==> config.mk <==
export PLATFORM = sky130hd
export DESIGN_NAME = mem_arbiter
export DESIGN_NICKNAME = d
export VERILOG_FILES = /design/src/rtl/mem_arbiter.sv
export SDC_FILE = /design/constraint.sdc
export NUM_CORES = 1
export LEC_CHECK = 0
export CORE_AREA = 2 2 149 151
export DETAILED_ROUTE_END_ITERATION = 8
export DIE_AREA = 0 0 151 153
export SYNTH_ARGS = -nofsm -noshare
export SYNTH_HDL_FRONTEND = slang
export SYNTH_SLANG_ARGS = --single-unit
export TNS_END_PERCENT = 50
==> constraint.sdc <==
create_clock -name clk -period 2.3 [get_ports clk]
set_input_delay 0.46 -clock clk [delete_from_list [all_inputs] [get_ports clk]]
set_output_delay 0.46 -clock clk [all_outputs]
set_load 0.05 [all_outputs]
Cells by drive strength:
The bar under the picture is 50 um long.
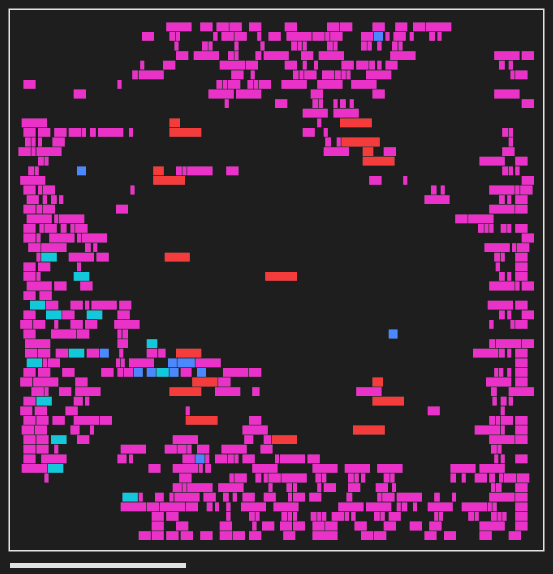
- magenta: x1 and smaller (cells 519; share 93%; most used clkdlybuf4s50_1)
- blue: x3 and x4 (cells 11; share 2.0%; most used buf_4)
- cyan: x2 (cells 13; share 2.3%; most used a211oi_2)
- red: x6 and larger (cells 18; share 3.2%; most used clkbuf_16)
nonclk buf count: 198
fin worst setup slack: 305 ps
post-route cell area: 5740 um2
Synth-to-Final Area Change: 36.3%

Clock nets:
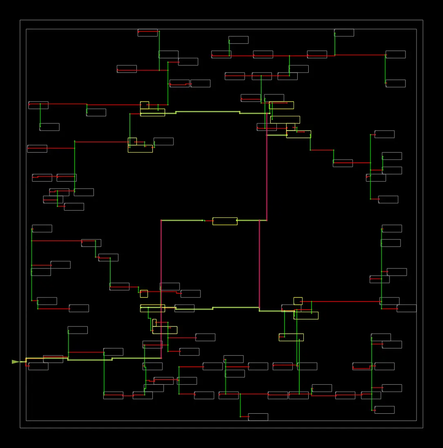
clk_skew: 8.35 ps
P_clk: 0.00153 W
Clock Sinks: 88
Layout clock buffers: 10

Signal wires on met2:
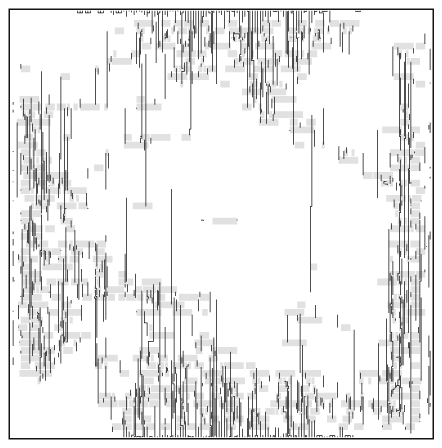
- longest straight run: 54.4 um
- wire length on this layer: 5290 um
- nets with wire on the layer: 572
- main direction: vertical
- share of all routed wire: 45%
Post-Route WL: 11900 um
detailed-route via count: 3274
GR Util met2: 15.6%

Signal wires on met4:
The bar under the picture is 50 um long.
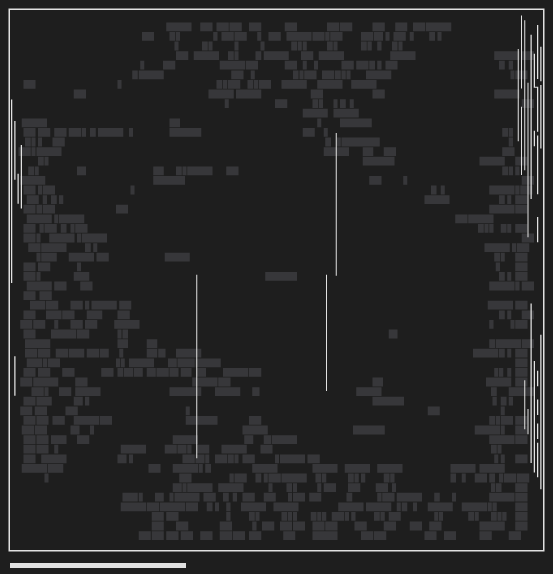
- main direction: vertical
- share of all routed wire: 5.7%
- nets with wire on the layer: 27

Routed metal, one colour a layer:
Only two layers are drawn.
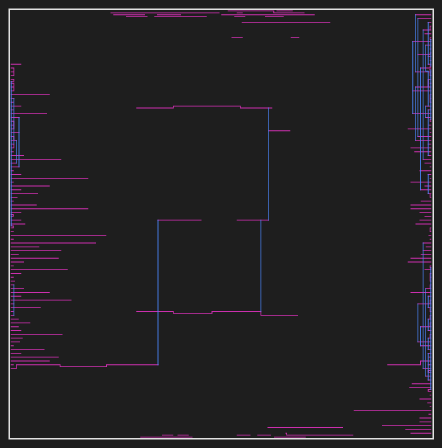
- blue: M4 (wire length 680 um)
- magenta: M3 (wire length 1360 um)
All-Layer GR Usage: 10.1%
drt wl/cell: 14.1 um

==> flow_summary_export.csv <==
group,metric,value,unit
min_path,whs_path_depth,2,
logic_synthesis,yosys-top-cells-area,"dfxtp_1 42%, buf_4 24%, nand2_1 12%",
logic_synthesis,ys_cells,504,
sta,final.setup.tns,0,ps
global_routing,grt_first_pass_wirelength,17600,um
power_and_ir_drop,p_leak,2.08,nW
layout,diodes,0,
sta,min_period,2000,ps
power_and_ir_drop,ir_drop,0.279,mV
setup_path,endpoint_kind,"primary output",
run_status,status,"completed",
routing,dr.pass1.iters,4,
power_and_ir_drop,p_clk_share,36.6,%
power_and_ir_drop,cellPowerDensity,726,nW/um2
floorplan,die_area,23100,um2
sta,rsz0062_at_grt,"false",
setup_path,cp.depth,1,
floorplan,initCoreUtil,19.6,%
cts,cts_tree,"built",
layout,fin_nets,722,
job,warnings,26,
setup_path,start_kind,"flip-flop",
cts,post_cts_resized,0,
setup_path,reg2reg_depth,4,
routing,ant_nets,0,
floorplan,placementRows,54,
synthesized netlist by cell type:
library cell,number
nor3b_1,1
nor2_1,20
nor3_1,2
buf_2,12
nor4b_1,2
a311oi_1,1
buf_6,4
nand2b_1,1
o21ba_2,1
clkbuf_1,8
mux2i_1,16
dfxtp_1,88
a21oi_1,64
nand2_1,129
a211oi_1,7
a211oi_2,10
buf_4,133
nor4_2,1
nor2b_1,3
nor4_1,1
layer usage:
layer | vias to the layer above | part of all wire [%] | routed length [um]
li1 | 1601 | - | -
met1 | 1436 | 38 | 4530
met2 | 166 | 45 | 5290
met3 | 71 | 11 | 1360
met4 | 0 | 5.7 | 680
met5 | - | 0 | 0
worst min-delay path, delay by kind of cell (launching register included):
| family | cells | cell delay [ps] |
|---|---|---|
| flip-flops | 1 | 310 |
| AND/OR/NAND/NOR | 1 | 50 |
| AND-OR/OR-AND | 1 | 50 |
power groups by stage:
| stage | clock network, W | logic (W) | registers [W] |
|---|---|---|---|
| 6_report | 0.00153 | 0.000973 | 0.00167 |
| 5_1_grt | 0.00167 | 0.00104 | 0.00168 |
| 4_1_cts | 0.00163 | 0.000987 | 0.00167 |
| 3_5_place_dp | 0 | 0.000984 | 0.00170 |
| 3_3_place_gp | 0 | 0.000981 | 0.00170 |
| 2_1_floorplan | 0 | 0.000834 | 0.00202 |
metrics by stage:
step,util [%],worst slack (ps)
global placement,25.3,404
CTS,26.7,264
finish,26.7,305
detailed placement,25.3,385
global route,26.7,221
floorplan,-,691
placed cells by master (no fill, tap or decap), drive strengths merged:
| cell type | n |
|---|---|
| a211oi | 17 |
| a21oi | 64 |
| a311oi | 1 |
| buf | 13 |
| bufinv | 1 |
| clkbuf | 10 |
| clkdlybuf4s50 | 185 |
| clkinvlp | 1 |
| dfxtp | 88 |
| inv | 4 |
| mux2i | 16 |
| nand2 | 129 |
| nand2b | 1 |
| nor2 | 20 |
| nor2b | 3 |
| nor3 | 2 |
| nor3b | 1 |
| nor4 | 2 |
| nor4b | 2 |
| o21ba | 1 |
logic make-up after synthesis:
logic type | after synthesis | synth area share (%)
AND/OR/NAND/NOR | 160 | 15.2
buffers and inverters | 157 | 26.9
flip-flops | 88 | 41.8
AND-OR/OR-AND | 83 | 12.3
multiplexers | 16 | 3.80
area by class of cell:
cell class,instances,area (um2)
Timing Repair Buffer,198,2000
Clock buffer,10,229
Tap cell,280,350
Fill cell,2344,15700
Sequential cell,88,1760
Clock inverter,6,72.6
Multi-Input combinational cell,259,1330
Power is estimated from default activity; no workload was simulated.
